**src/rtl/vram_host_arbiter_pkg.sv**
```systemverilog
// vram_host_arbiter_pkg: shared VRAM widths and host-side FSM state encodings.
package vram_host_arbiter_pkg;
    localparam int VRAM_ADDR_W = 13;
    localparam int VRAM_DATA_W = 8;
    typedef logic [1:0] stateT;
    localparam logic [1:0] ST_IDLE = 2'd0;
    localparam logic [1:0] ST_PEND = 2'd1;
    localparam logic [1:0] ST_DONE = 2'd2;
    localparam logic [1:0] ST_HOLD = 2'd3;
endpackage

```
**src/rtl/vram_host_arbiter_if.sv**
```systemverilog
// vram_host_arbiter_if: host request port seen by the VRAM arbiter.
interface vram_host_arbiter_if #(
    parameter int ADDR_W = 13,
    parameter int DATA_W = 8
);
    logic              hostSelect;
    logic              hostRd;
    logic [ADDR_W-1:0] hostAddr;
    logic [DATA_W-1:0] hostWrData;
    logic [DATA_W-1:0] hostRdData;
    logic              hostAck;
    modport master (output hostSelect, hostRd, hostAddr, hostWrData, input hostRdData, hostAck);
    modport slave (input hostSelect, hostRd, hostAddr, hostWrData, output hostRdData, hostAck);
endinterface

```
**src/rtl/vram_host_arbiter_starve_timer.sv**
```systemverilog
// vram_starve_timer: saturating count of cycles a host request has been kept waiting.
module vram_starve_timer #(
    parameter int MAX_WAIT = 15
) (
    input  logic clk,
    input  logic nRst,
    input  logic clr,
    input  logic inc,
    output logic expired
);
    localparam int W = $clog2(MAX_WAIT + 1);
    logic [W-1:0] waitCnt;
    assign expired = waitCnt == W'(MAX_WAIT);
    always_ff @(posedge clk or negedge nRst)
        if (!nRst) waitCnt <= '0;
        else if (clr) waitCnt <= '0;
        else if (inc && !expired) waitCnt <= waitCnt + 1'b1;
endmodule

```
**src/rtl/vram_host_arbiter.sv**
```systemverilog
// vram_host_arbiter: shares one synchronous VRAM port between display fetches (priority) and host accesses.
module vram_host_arbiter
    import vram_host_arbiter_pkg::*;
#(
    parameter int ADDR_W   = VRAM_ADDR_W,
    parameter int DATA_W   = VRAM_DATA_W,
    parameter int MAX_WAIT = 15
) (
    input  logic              clk,
    input  logic              nRst,
    vram_host_arbiter_if.slave host,
    input  logic              dispReq,
    input  logic [ADDR_W-1:0] dispAddr,
    output logic              dispStall,
    output logic [DATA_W-1:0] dispData,
    output logic              dispValid,
    output logic [ADDR_W-1:0] ramAddr,
    output logic [DATA_W-1:0] ramWrData,
    output logic              ramWe,
    input  logic [DATA_W-1:0] ramRdData
);
    stateT             state, nextState;
    logic              selPrev, rdQ, expired, forceGrant, hostGrant, dispGrant, start, inPend;
    logic [ADDR_W-1:0] addrQ;
    logic [DATA_W-1:0] wrDataQ;

    assign start      = host.hostSelect & ~selPrev;
    assign inPend     = state == ST_PEND;
    assign forceGrant = inPend & expired;
    assign hostGrant  = inPend & (~dispReq | forceGrant);
    assign dispGrant  = dispReq & ~forceGrant;
    assign dispStall  = dispReq & forceGrant;
    assign ramAddr    = hostGrant ? addrQ : dispAddr;
    assign ramWe      = hostGrant & ~rdQ;
    assign ramWrData  = wrDataQ;
    assign host.hostAck = state == ST_DONE;

    // HOLD keeps a still-asserted hostSelect from being seen as a fresh request
    assign nextState = (state == ST_IDLE) ? (start ? ST_PEND : ST_IDLE) :
                       (state == ST_PEND) ? (hostGrant ? ST_DONE : ST_PEND) :
                       (host.hostSelect ? ST_HOLD : ST_IDLE);

    vram_starve_timer #(.MAX_WAIT(MAX_WAIT)) starveTimer (
        .clk     (clk),
        .nRst    (nRst),
        .clr     (~inPend),
        .inc     (inPend & ~hostGrant),
        .expired (expired)
    );

    always_ff @(posedge clk or negedge nRst)
        if (!nRst) begin
            state           <= ST_IDLE;
            selPrev         <= 1'b0;
            rdQ             <= 1'b0;
            addrQ           <= '0;
            wrDataQ         <= '0;
            host.hostRdData <= '0;
            dispData        <= '0;
            dispValid       <= 1'b0;
        end else begin
            state     <= nextState;
            selPrev   <= host.hostSelect;
            dispValid <= dispGrant;
            if (state == ST_IDLE && start) begin
                rdQ     <= host.hostRd;
                addrQ   <= host.hostAddr;
                wrDataQ <= host.hostWrData;
            end
            if (state == ST_DONE && rdQ) host.hostRdData <= ramRdData;
            if (dispValid) dispData <= ramRdData;
        end
endmodule

```
**src/flat_wrapper.sv**
```systemverilog
// flat-port wrapper written by rule: the top's interface ports become plain ports
module vram_host_arbiter_flat import vram_host_arbiter_pkg::*;
#(
    parameter int ADDR_W   = VRAM_ADDR_W,
    parameter int DATA_W   = VRAM_DATA_W,
    parameter int MAX_WAIT = 15
)
  (clk, nRst, dispReq, dispAddr, dispStall, dispData, dispValid, ramAddr, ramWrData, ramWe, ramRdData, host_hostSelect, host_hostRd, host_hostAddr, host_hostWrData, host_hostRdData, host_hostAck);
  vram_host_arbiter_if #(.ADDR_W(ADDR_W), .DATA_W(DATA_W)) host_i ();
  input  logic clk;
  input  logic nRst;
  input  logic dispReq;
  input  logic [ADDR_W-1:0] dispAddr;
  output logic dispStall;
  output logic [DATA_W-1:0] dispData;
  output logic dispValid;
  output logic [ADDR_W-1:0] ramAddr;
  output logic [DATA_W-1:0] ramWrData;
  output logic ramWe;
  input  logic [DATA_W-1:0] ramRdData;
  input wire logic [$bits(host_i.hostSelect)-1:0] host_hostSelect;
  input wire logic [$bits(host_i.hostRd)-1:0] host_hostRd;
  input wire logic [$bits(host_i.hostAddr)-1:0] host_hostAddr;
  input wire logic [$bits(host_i.hostWrData)-1:0] host_hostWrData;
  output wire logic [$bits(host_i.hostRdData)-1:0] host_hostRdData;
  output wire logic [$bits(host_i.hostAck)-1:0] host_hostAck;
  assign host_i.hostSelect = host_hostSelect;
  assign host_i.hostRd = host_hostRd;
  assign host_i.hostAddr = host_hostAddr;
  assign host_i.hostWrData = host_hostWrData;
  assign host_hostRdData = host_i.hostRdData;
  assign host_hostAck = host_i.hostAck;
  vram_host_arbiter #(.ADDR_W(ADDR_W), .DATA_W(DATA_W), .MAX_WAIT(MAX_WAIT)) u_core (.clk(clk), .nRst(nRst), .host(host_i), .dispReq(dispReq), .dispAddr(dispAddr), .dispStall(dispStall), .dispData(dispData), .dispValid(dispValid), .ramAddr(ramAddr), .ramWrData(ramWrData), .ramWe(ramWe), .ramRdData(ramRdData));
endmodule
```
**config.mk**
```make
export PLATFORM = sky130hd
export DESIGN_NAME = vram_host_arbiter_flat
export DESIGN_NICKNAME = d
export VERILOG_FILES = /design/src/rtl/vram_host_arbiter_pkg.sv /design/src/rtl/vram_host_arbiter_if.sv /design/src/rtl/vram_host_arbiter_starve_timer.sv /design/src/rtl/vram_host_arbiter.sv /design/src/flat_wrapper.sv
export SDC_FILE = /design/constraint.sdc
export NUM_CORES = 1
export LEC_CHECK = 0
export ABC_AREA = 1
export CAP_MARGIN = 20
export CORE_MARGIN = 2
export CORE_UTILIZATION = 25
export CTS_BUF_LIST = sky130_fd_sc_hd__clkbuf_4 sky130_fd_sc_hd__clkbuf_8
export DETAILED_ROUTE_END_ITERATION = 16
export SLEW_MARGIN = 10
export SYNTH_ARGS = -nofsm -noshare
export SYNTH_HDL_FRONTEND = slang
export SYNTH_SLANG_ARGS = --single-unit
```
**constraint.sdc**
```tcl
create_clock -name clk -period 1.7 [get_ports clk]
set_input_delay 0.17 -clock clk [delete_from_list [all_inputs] [get_ports clk]]
set_output_delay 0.17 -clock clk [all_outputs]
set_load 0.01 [all_outputs]
```
==> ci_impl_report.md, run 1 <==
## Synthesis and layout report

| Metric | Value |
|---|---|
| CTS H-tree lvls | `2` |
| Gr busiest metal | `met2` |
| Area leader, netlist | `dfrtp_1` |
| Crit-path max FO | `14` |
| Final setup margin | `-0.119 ns` |
| First-pass GRT wire length | `9400 µm` |
| Most frequent cells in the layout | `nand2_1, clkdlybuf4s50_1, dfrtp_1, nand3_1, buf_4` |
| Yosys top cell area share | `56.9%` |
| Mapped Nets | `288` |
| Headroom to the max-slew limit | `71.6%` |
| Vias in the first global route | `1971` |
| Fmax | `550 MHz` |
| GP Congestion | `0.732` |
| Synth cell count leaders | `nand2_1, dfrtp_1, nand3_1` |
| Logic share of the area | `24.4%` |
| I/O pins | `88` |
| Final Hold Vio Count | `0` |
| Signal buf overhead | `31.8%` |
| Mapped Cells | `240` |
| Final core occ | `42.7%` |
| Non-clk bufs | `111` |
| Pleak | `0.00163 µW` |
| Setup Skew | `0.00906 ns` |
| Worst Tran Pin Value | `0.426 ns` |
| MI comb area | `808 µm²` |
| Total Wirelength | `5540 µm` |
| CTS tree | `yes` |
| Ys flop type | `dfrtp_1` |
| Yosys Chip Area | `2020 µm²` |
| Number of logic gates | `169` |
| Clock buffer count from CTS | `5` |
| Tool warnings | `28` |
| GRT overflow | `0` |
| CTS Root Cell | `clkbuf_8` |
| Number of non-clock inverters | `14` |
| Setup CP Type | `reg -> out` |
| Final TNS setup | `-1.34 ns` |
| Tap cells | `102` |
| Ant. Diodes | `0` |
| Top logic cell by instance count in the layout | `nand2_1` |
| Vias per cell | `4.31` |
| Post-synth cell types | `21` |
| WP data arrival | `1.65 ns` |
| Clk cell area share | `3.40%` |
| Area Overhead vs Synth | `64.0%` |
| Failing checks | `negative setup slack` |
| Dominant class by area | `flip-flops and latches` |
| Met1 Resource Use GR | `17.8%` |
| Status | `complete, but fails checks` |
| Core ar. | `7770 µm²` |
| RSZ-0062 raised after global routing | `true` |
| Cell area after synthesis | `2020 µm²` |
| Count of library flops with an enable pin | `0` |
| Fin nets | `395` |
| Synth top cell by count | `nand2_1` |
| Tot Pwr | `4600 µW` |
| # fillers | `787` |
| Largest net degree at the start of global routing | `31` |
| Initial antenna violation count | `0` |
| Max-cap check violation count | `0` |
| HPWL after DPL | `4000 µm` |
| Clk latency late pin | `0.30 ns` |
| GRT Util Overall | `13.5%` |
| Fin. max-slew vios | `0` |
| Met2 Usage GRT | `22.1%` |
| Number of remaining DRC errors | `0` |
| DIE HEIGHT | `93.9 µm` |
| YS warnings | `0` |
| Hold slack | `0.332 ns` |
| Final setup vio count | `14` |
| Final min period | `1.82 ns` |
| Worst path required time | `1.53 ns` |
| Crit. Startpoint | `u_core.starveTimer.waitCnt[0]` |
| Post-synthesis sequential area ratio | `56.9%` |
| DRT iter0 DRCs | `95` |
| Yosys cell count | `240` |
| Pre-antenna DRT Iters | `5` |
| Crit start category | `flop` |
| Final ANT Viol Nets | `0` |
| Biggest area cells | `dfrtp_1, nand2_1, nand3_1` |
| CTS Sinks | `46` |
| CTS max path bufs | `2` |
| Worst reg2reg startpoint | `u_core.starveTimer.waitCnt[0]` |
| Synthesized area per cell | `8.42 µm²` |
| Worst min-delay path category | `in -> async` |
| FFs w/ async S/R, synth | `100%` |
| FP Util | `26.0%` |
[run 1: power by group]
| group | internal, µW | total, µW | switching [µW] |
|---|---|---|---|
| clock | 441 | 826 | 385 |
| combinational | 1040 | 2050 | 1020 |
| sequential | 1490 | 1720 | 224 |
| total | 2970 | 4600 | 1620 |
[run 1: flip-flops by register name, indices dropped and copies added (netlist names)]
| name | cells |
|---|---|
| u_core.host.hostRdData | 8 |
| u_core.selPrev | 1 |
| u_core.state | 2 |
| u_core.dispValid | 1 |
| u_core.starveTimer.waitCnt | 4 |
| u_core.addrQ | 13 |
| u_core.dispData | 8 |
| u_core.rdQ | 1 |
| u_core.ramWrData | 8 |
[run 1: cells by family after synthesis]
group,count (synthesis),share of synthesized area (%)
buf+inv,25,5.69
compound gates,19,5.32
flops,46,56.9
fa+ha+maj,1,0.619
simple gates,146,29.8
mux,3,1.67
[run 1: timing repair]
item	CTS	global route
hold buffers	1	0
buffers inserted	4	0
setup endpoints to repair	16	15
resized	73	13
pin swaps	4	3
cloned	1	0
endpoints found under the hold margin	16	0
[run 1: through the flow]
stage          area [µm²]  cells  worst slack [ns]
6_report             3320    450            -0.119
5_1_grt              3320    450            -0.189
4_1_cts              3290    451            -0.195
3_5_place_dp         3130    437            -0.220
3_3_place_gp         3130    437            -0.194
2_1_floorplan        2020    240             0.362
[run 1: critical path, stage by stage (launching register included)]
cell	delay, ns
dfrtp_1	0.36
ha_2	0.21
nand3_4	0.08
a21oi_4	0.23
buf_6	0.15
inv_8	0.06
nand2_1	0.05
nand2_1	0.06
buf_2	0.14
[run 1: routing by layer]
layer | wire length [µm] | vias to the layer above
li1 | - | 971
met1 | 2570 | 894
met2 | 2530 | 68
met3 | 389 | 6
met4 | 49 | 0
met5 | 0 | -
**Run 1: placement by cell class**

Bar = 20 µm.
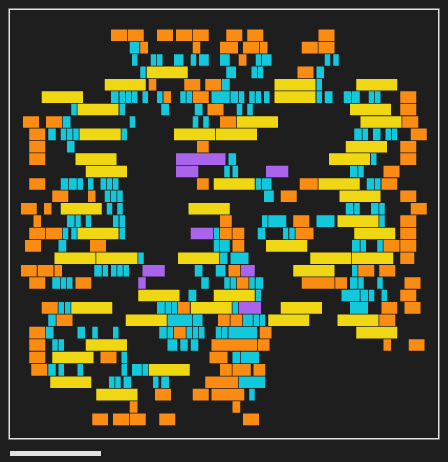
Key: orange = remaining buffers and delay cells [cells 111]; yellow = sequential cells [cells 46]; purple = clock drivers and dummy loads [cells 8]; cyan = combinational and other logic [cells 183]

**Run 1: gate-type map**

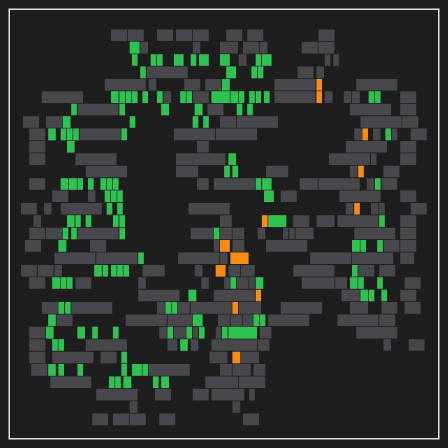
Key: orange = nor cells [cells 12]; green = nand cells [cells 133, where all over the die]

**Run 1: wiring by layer**

Bar = 20 µm. Two of the layers only.
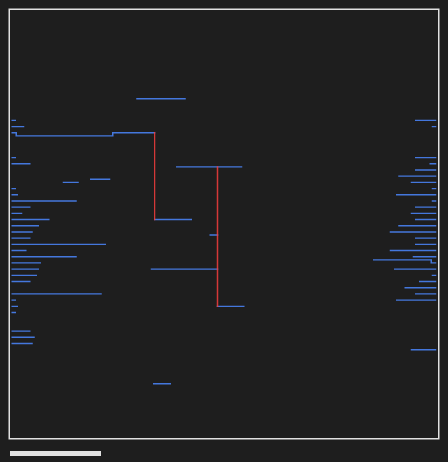
Key: blue = metal 3 [wire length 390 µm]; red = metal 4 [wire length 49.6 µm]

==> inputs of run 2 (changes only) <==
- CELL_PAD_IN_SITES_DETAIL_PLACEMENT: unset -> 1
- CELL_PAD_IN_SITES_GLOBAL_PLACEMENT: unset -> 1
- HOLD_SLACK_MARGIN: unset -> 0.06
- PLACE_DENSITY_LB_ADDON: unset -> 0.1
**Run 2: wiring by layer**

Bar = 20 µm. Two of the layers only.
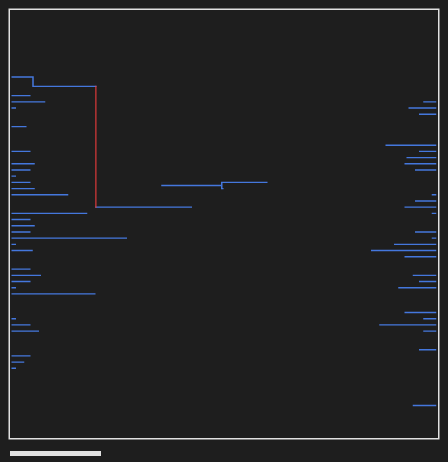
Key: blue = metal 3 [wire length 363 µm]; red = metal 4 [wire length 26.5 µm]

**Run 2: gate-type map**

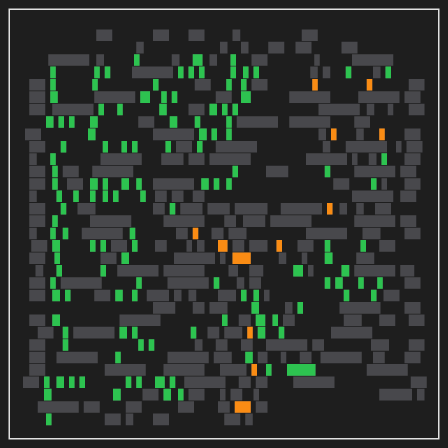
Key: green = nand cells [cells 133, where all over the die]; orange = nor cells [cells 12]

==> run 2 against run 1 <==
Effect of this change:
- the run still ends with negative setup slack left
- cell area grew 0.38%
- clock skew shrank 0.0052 ns
- critical path depth grew 1
- hold slack gained 0.048 ns
- global-route usage grew 0.72 points
- setup slack lost 0.069 ns
- register-to-register slack gained 0.03 ns
- die size is the same
- synthesized cell count is the same
- critical endpoint is now ramAddr[0]
- largest power group unchanged
==> ci_impl_report.md, run 2 <==
## Synthesis and layout report

| Metric | Value |
|---|---|
| Status | `complete, but fails checks` |
| Failing checks | `negative setup slack` |
| Clock buffer count from CTS | `5 (unchanged)` |
| Biggest consumer | `combinational cells` |
| Mapped Nets | `288 (unchanged)` |
| CP Cell Sequence | `ha_4 > nand3_4 > a21oi_4 > buf_6 > buf_6 > inv_8 > nand2_1 > nand2_1 > buf_2` |
| Most frequent cells in the layout | `nand2_1, clkdlybuf4s50_1, dfrtp_1, nand3_1, buf_4` |
| Mux area share | `1.67% (unchanged)` |
| Largest reg by FF count | `u_core.addrQ` |
| Switching share of power | `36.0% (+0.60 points)` |
| Max-cap check violation count | `0 (unchanged)` |
| Highest Signal Layer | `met4` |
| Number of remaining DRC errors | `0 (unchanged)` |
| DIE HEIGHT | `93.9 µm (unchanged)` |
| CTS Sinks | `46 (unchanged)` |
| Post-Synth AOI/OAI Area | `5.32% (unchanged)` |
| Crit. Startpoint | `u_core.starveTimer.waitCnt[0]` |
| Synth cell count leaders | `nand2_1, dfrtp_1, nand3_1` |
| Worst Tran Pin Value | `0.391 ns (-0.0354 ns)` |
| Area leader, netlist | `dfrtp_1` |
| Worst min-delay path category | `in -> async` |
| Yosys cell count | `240 (unchanged)` |
| P_clk | `746 µW (-9.7%)` |
| CTS H-tree lvls | `2 (unchanged)` |
| Synthesized area per cell | `8.42 µm² (unchanged)` |
| WP data arrival | `1.72 ns (+0.07 ns)` |
| RSZ-0062 raised after global routing | `true` |
| Yosys Chip Area | `2020 µm² (unchanged)` |
| Final core occ | `42.8% (+0.16 points)` |
| Synth top cell by count | `nand2_1` |
| Fin nets | `403 (+2.0%)` |
| Tool warnings | `28 (unchanged)` |
| Crit start category | `flop` |
| Tot Pwr | `4520 µW (-1.6%)` |
| Final min period | `1.89 ns (+0.0692 ns)` |
| Met1 Resource Use GR | `18.3% (+0.43 points)` |
| Combinational group power | `2050 µW (about the same)` |
| Post-synth cell types | `21 (unchanged)` |
| Final setup vio count | `15 (+1)` |
| Yosys top cell area share | `56.9% (unchanged)` |
| Vias per cell | `4.32 (+0.28%)` |
| Mapped Cells | `240 (unchanged)` |
| Core ar. | `7770 µm² (unchanged)` |
| FFs w/ async S/R, synth | `100% (unchanged)` |
| Total Wirelength | `6010 µm (+8.5%)` |
| Biggest area cells | `dfrtp_1, nand2_1, nand3_1` |
| I/O pins | `88 (unchanged)` |
| GRT overflow | `0 (unchanged)` |
| YS warnings | `0 (unchanged)` |
| GRT Util Overall | `14.2% (+0.72 points)` |
| Post-Route M1 WL | `2700 µm (+5.0%)` |
| Cell area after synthesis | `2020 µm² (unchanged)` |
| Count of library flops with an enable pin | `0 (unchanged)` |
| Ys flop type | `dfrtp_1` |
| Top logic cell by instance count in the layout | `nand2_1` |
| First-pass GRT wire length | `9840 µm (+4.6%)` |
| # fillers | `933 (+19%)` |
| Switching power | `1630 µW (about the same)` |
| CTS max path bufs | `2 (unchanged)` |
| Fmax | `530 MHz (-3.7%)` |
| Post-synthesis sequential area ratio | `56.9% (unchanged)` |
| CTS tree | `yes` |
| Final Hold Vio Count | `0 (unchanged)` |
| Pre-antenna DRT Iters | `4 (-1)` |
| Worst path required time | `1.53 ns (about the same)` |
| Crit path largest cell delay | `0.42 ns (+0.06 ns)` |
| Routed length on met2 | `2920 µm (+15%)` |
| Adder Area Share | `0.619% (unchanged)` |
| HPWL after DPL | `4180 µm (+4.6%)` |
| Internal | `2900 µW (-2.5%)` |
| Crit-path max FO | `14 (unchanged)` |
| Met3 WL | `363 µm (-6.7%)` |
| Met2 Usage GRT | `23.8% (+1.7 points)` |
| Clock power share | `16.5% (-1.5 points)` |
| Initial antenna violation count | `0 (unchanged)` |
| Worst reg2reg startpoint | `u_core.starveTimer.waitCnt[0]` |
| Max reg flops | `13 (unchanged)` |
| Sequential Power Share | `38.1% (+0.7 points)` |
| Final setup margin | `-0.188 ns (-0.0692 ns)` |
| CTS Root Cell | `clkbuf_8` |
| Simple share | `29.8% (unchanged)` |
| Largest net degree at the start of global routing | `47 (+52%)` |
| Pleak | `0.00164 µW (+0.43%)` |
| FP Util | `26.0% (unchanged)` |
| Setup CP Type | `reg -> out` |
| Logic pwr share | `45.4% (+0.7 points)` |
| Clk latency late pin | `0.29 ns (about the same)` |
| Ant. Diodes | `0 (unchanged)` |
| GP Congestion | `0.712 (-2.7%)` |
| Sequential power | `1720 µW (about the same)` |
| DRT iter0 DRCs | `36 (-62%)` |
| Fin. max-slew vios | `0 (unchanged)` |
| Area Overhead vs Synth | `64.6%` |
| Setup Skew | `0.00390 ns (-0.00516 ns)` |
| Gr busiest metal | `met2` |
| Xor+xnor area frac | `0% (unchanged)` |
| Vias in the first global route | `2012 (+2.1%)` |
**Run 2: sequential cells colored by netlist name**

Bar = 20 µm.
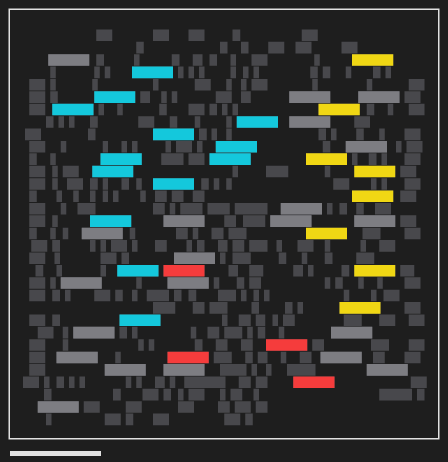
Key: red = u_core.starveTimer.waitCnt [sequential cells 4, where bottom middle]; cyan = u_core.addrQ [sequential cells 13]; yellow = u_core.host.hostRdData [sequential cells 8]
Another 21 sequential cells are not colored.

==> run 2: cell counts after synthesis <==
No cell type changed its count.
==> run 2: critical path, delay by kind of cell (launching register included) <==
family	cells	cell delay [ns]
flip-flops	1	0.42
buffers and inverters	4	0.41
AND-OR/OR-AND	1	0.20
AND/OR/NAND/NOR	3	0.19
adder cells (fa/ha/maj)	1	0.18
==> run 2: metrics by stage <==
step | hold slack [ns] | worst slack, ns | std cells | setup TNS, ns | instance area, µm²
2_1_floorplan | -0.126 | 0.362 | 240 | 0 | 2020
3_3_place_gp | 0.177 | -0.208 | 440 | -2.83 | 3150
3_5_place_dp | 0.173 | -0.247 | 440 | -3.24 | 3150
4_1_cts | 0.383 | -0.231 | 460 | -2.30 | 3350
5_1_grt | 0.401 | -0.283 | 458 | -3.76 | 3330
6_report | 0.380 | -0.188 | 458 | -2.31 | 3330
==> run 2: final cells by class <==
class                           instances  area (µm²)  area share, %
Inverter                               14        60.1           1.80
Timing Repair Buffer                  119        1090           32.7
Multi-Input combinational cell        169         796           23.9
Tap cell                              102         128           3.83
Sequential cell                        46        1150           34.6
Clock buffer                            7        96.3           2.89
Clock inverter                          1        8.76          0.263
==> run 2: timing repair <==
action	4_1_cts	5_1_grt
endpoints found under the setup margin	16	17
buffers inserted	11	1
hold buffers	1	0
hold endpoints to repair	46	0
cloned	1	0
pin swaps	2	3
resized	77	7
==> run 2: path summary, 6_finish.rpt <==
path                                                  to  cells past startpoint
setup / recovery                              ramAddr[0]                      9
setup reg to reg           u_core.starveTimer.waitCnt[0]                      8
max in group asynchronous                u_core.addrQ[0]                      3
min in group clk                          u_core.selPrev                      1
hold reg to reg                u_core.host.hostRdData[1]                      2
hold / removal                        u_core.dispData[1]                      3
==> inputs of run 3 (changes only) <==
- CORE_MARGIN: 2 -> 4
**Run 3: congestion heat map**

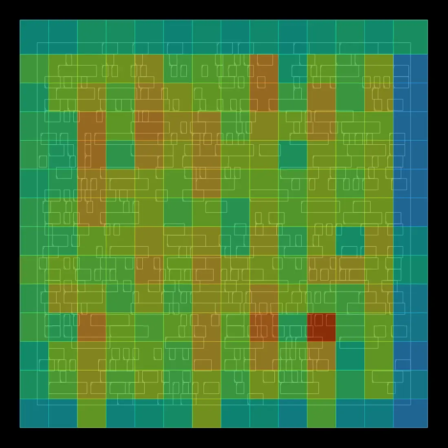
met1 Resource Use GR: 16.2%
gr busiest metal: met2
met2 Usage GRT: 22.9%
final core occ: 43.1%

**Run 3: placement by cell class**

Bar = 20 µm.
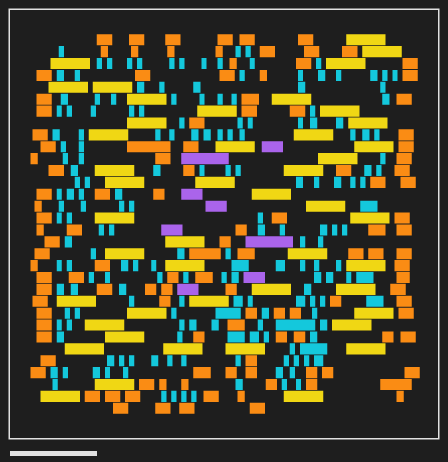
Key: orange = remaining buffers and delay cells [cells 119]; purple = clock drivers and dummy loads [cells 8]; cyan = combinational and other logic [cells 183]; yellow = sequential cells [cells 46]

==> run 3 against run 2 <==
Effect of this change:
- the run still ends with negative setup slack left
- die size is 8.7% higher
- clock skew up 0.0077 ns
- non-clock buffer count is the same
- combinational power is essentially flat
- synthesized cell count unchanged
- clock power rose by 34%
- critical path type unchanged
- sequential share of layout area down 0.40 points
- utilization grew 0.28 points
- sequential cell count is the same
- first-iteration DRC count shrank 5.6%
- fmax grew 3.4%
- clock-buffer cell count decreased by 1
- largest cell class unchanged
==> ci_impl_report.md, run 3 <==
## Synthesis and layout report

| Metric | Value |
|---|---|
| Routed length on met2 | `2990 µm (+2.5%)` |
| Synth top cell by count | `nand2_1` |
| Number of remaining DRC errors | `0 (unchanged)` |
| Post-synthesis sequential area ratio | `56.9% (unchanged)` |
| Finished Layout Cells | `458 (unchanged)` |
| Synth logic family | `simple AND/OR/NAND/NOR gates` |
| Mapped Cells | `240 (unchanged)` |
| PortBufs | `87` |
| Ant. Diodes | `0 (unchanged)` |
| Largest net degree at the start of global routing | `47 (unchanged)` |
| Mux area share | `1.67% (unchanged)` |
| Chip area | `9590 µm²` |
| Met3 WL | `359 µm (-1.1%)` |
| Setup CP Type | `reg -> out` |
| PostCTS Resize Cnt | `71 (-7.8%)` |
| Xor+xnor area frac | `0% (unchanged)` |
| Synthesized area per cell | `8.42 µm² (unchanged)` |
| Core ar. | `7810 µm² (+0.52%)` |
| Fmax | `548 MHz (+3.4%)` |
| Total Wirelength | `6090 µm (+1.4%)` |
| Tool warnings | `28 (unchanged)` |
| Area leader, netlist | `dfrtp_1` |
| Mapped Nets | `288 (unchanged)` |
| FP Rows | `32` |
| Crit path largest cell delay | `0.40 ns (-0.02 ns)` |
| WP data arrival | `1.66 ns (-0.06 ns)` |
| Synth flops | `46` |
| Clock buffer count from CTS | `5 (unchanged)` |
| DIE HEIGHT | `97.9 µm (+4.3%)` |
| Fin. max-slew vios | `0 (unchanged)` |
| Headroom to the max-slew limit | `74.6%` |
| Worst path required time | `1.53 ns (about the same)` |
| Max-cap check violation count | `0 (unchanged)` |
| CP max-delay cell | `dfrtp_1` |
| Setup Skew | `0.0116 ns (+0.00766 ns)` |
| Post-synth cell types | `21 (unchanged)` |
| Worst min-delay path category | `in -> async` |
| Post-CTS Setup Bufs | `7 (-4)` |
| Initial antenna violation count | `0 (unchanged)` |
| Die x size | `97.9 µm` |
| Worst Setup End Kind | `primary output` |
| Crit path buffers/inverters | `4 (unchanged)` |
| Post-Synth AOI/OAI Area | `5.32% (unchanged)` |
| Top logic cell by instance count in the layout | `nand2_1` |
| Vias per cell | `4.29 (-0.66%)` |
| Family with the most delay on the worst path | `buffers and inverters` |
| CTS Root Cell | `clkbuf_8` |
| Clk slew on worst S/H paths | `0.09 ns` |
| Vias in the first global route | `2124 (+5.6%)` |
| Pre-antenna DRT Iters | `4 (unchanged)` |
| RSZ-0062 raised after global routing | `true` |
| Final Hold Vio Count | `0 (unchanged)` |
| DR vias | `1966` |
| CTS max path bufs | `2 (unchanged)` |
| YS warnings | `0 (unchanged)` |
| # fillers | `925 (-0.86%)` |
| GRT overflow | `0 (unchanged)` |
| Final ANT Viol Nets | `0` |
| Area Overhead vs Synth | `66.5%` |
| Simple share | `29.8% (unchanged)` |
| GP Congestion | `0.680 (-4.6%)` |
| Cell area after placement | `3150 µm² (+0.24%)` |
| Routed WL per cell | `13.3 µm` |
| Yosys cell count | `240 (unchanged)` |
| Share of layout cells above drive strength 1 | `18.8%` |
| Ys flop type | `dfrtp_1` |
| DRT iter0 DRCs | `34 (-5.6%)` |
| Max VDD drop | `0.000405 V` |
| Highest Signal Layer | `met4` |
| CTS H-tree lvls | `2 (unchanged)` |
| Worst Tran Pin Value | `0.380 ns (-0.0104 ns)` |
| Pre-CTS setup slack | `-0.261 ns (-0.0137 ns)` |
| Biggest area cells | `dfrtp_1, nand2_1, nand3_1` |
| Synth cell count leaders | `nand2_1, dfrtp_1, nand3_1` |
| Pwr per Cell Area | `1430 nW/µm²` |
| Yosys top cell area share | `56.9% (unchanged)` |
| Adder Area Share | `0.619% (unchanged)` |
| Crit-path max FO | `14 (unchanged)` |
| Final min period | `1.83 ns (-0.0615 ns)` |
| FFs w/ async S/R, synth | `100% (unchanged)` |
| Final setup margin | `-0.126 ns (+0.0615 ns)` |
| Largest reg by FF count | `u_core.addrQ` |
| CTS tree | `yes` |
| Hold slack | `0.383 ns (+0.00299 ns)` |
| Pleak | `0.00166 µW (+1.4%)` |
| Failing checks | `negative setup slack` |
| Status | `complete, but fails checks` |
| Period utilisation layout | `107%` |
| GRT Util Overall | `13.1% (-1.1 points)` |
| Cell area after synthesis | `2020 µm² (unchanged)` |
| Fin nets | `403 (unchanged)` |
| Final setup vio count | `14 (-1)` |
| Hold buffers post-CTS | `1 (unchanged)` |
| CTS Sinks | `46 (unchanged)` |
| FP Util | `25.9% (-0.13 points)` |
| Most frequent cells in the layout | `nand2_1, clkdlybuf4s50_1, dfrtp_1, nand3_1, buf_4` |
| Yosys Chip Area | `2020 µm² (unchanged)` |
| Final Cell Area | `3370 µm² (+1.2%)` |
| I/O pins | `88 (unchanged)` |
| HPWL after DPL | `4390 µm (+5.1%)` |
| Max reg flops | `13 (unchanged)` |
| Crit start category | `flop` |
| CP Cell Sequence | `ha_4 > nand3_4 > a21oi_4 > buf_6 > buf_6 > inv_8 > nand2_1 > nand2_1 > buf_2` |
| Clk latency late pin | `0.29 ns (about the same)` |
| Count of library flops with an enable pin | `0 (unchanged)` |
| Placed cells | `441 (+0.23%)` |
| First-pass GRT wire length | `10300 µm (+4.6%)` |
| Post-Route M1 WL | `2710 µm (+0.30%)` |
**Run 3: wiring by layer**

Bar = 20 µm. Two of the layers only.
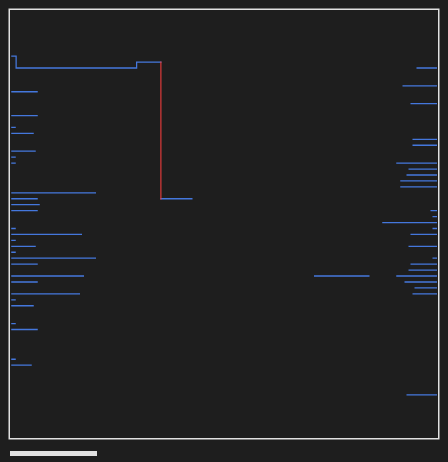
Key: blue = metal 3 [wire length 359 µm]; red = metal 4 [wire length 31.3 µm]

[run 3: cell counts after synthesis]
Identical to the previous run, type by type.
[run 3: path summary, 6_finish.rpt]
check / to / startpoint / slack [ns] / cells past startpoint
worst max-delay path: ramAddr[9] / u_core.starveTimer.waitCnt[1] / -0.13 / 9
worst min-delay path: u_core.starveTimer.waitCnt[2] / nRst / 0.38 / 3
worst max register to register: u_core.starveTimer.waitCnt[0] / u_core.starveTimer.waitCnt[1] / 0.26 / 8
worst min register to register: u_core.addrQ[2] / u_core.addrQ[2] / 0.47 / 2
max in group asynchronous: u_core.addrQ[9] / nRst / 1.08 / 3
min in group clk: u_core.selPrev / host_hostSelect / 0.41 / 1
[run 3: per-stage QoR]
stage | power [µW] | setup TNS (ns)
2_1_floorplan | 2620 | 0
3_3_place_gp | 3750 | -2.97
3_5_place_dp | 3800 | -3.54
4_1_cts | 4870 | -2.06
5_1_grt | 5210 | -3.08
6_report | 4800 | -1.58
[run 3: power breakdown]
group,internal (µW),switching [µW]
combinational,1060,1020
clock,627,373
sequential,1490,232
total,3180,1620
[run 3: final cells by class]
class                           instances  area, µm²  share of cell area, %
Sequential cell                        46       1150                   34.2
Inverter                               14       60.1                   1.78
Multi-Input combinational cell        169        781                   23.2
Timing Repair Buffer                  119       1100                   32.8
Clock buffer                            6       82.6                   2.45
Tap cell                              102        128                   3.79
Clock inverter                          2       60.1                   1.78
[run 3: routing by layer]
| metal | track usage, % | up-vias |
|---|---|---|
| met2 | 22.9 | 54 |
| li1 | - | 987 |
| met4 | 2.88 | 0 |
| met3 | 3.43 | 2 |
| met1 | 16.2 | 923 |
| met5 | 0 | - |
Power and IR drop assume default switching activity.
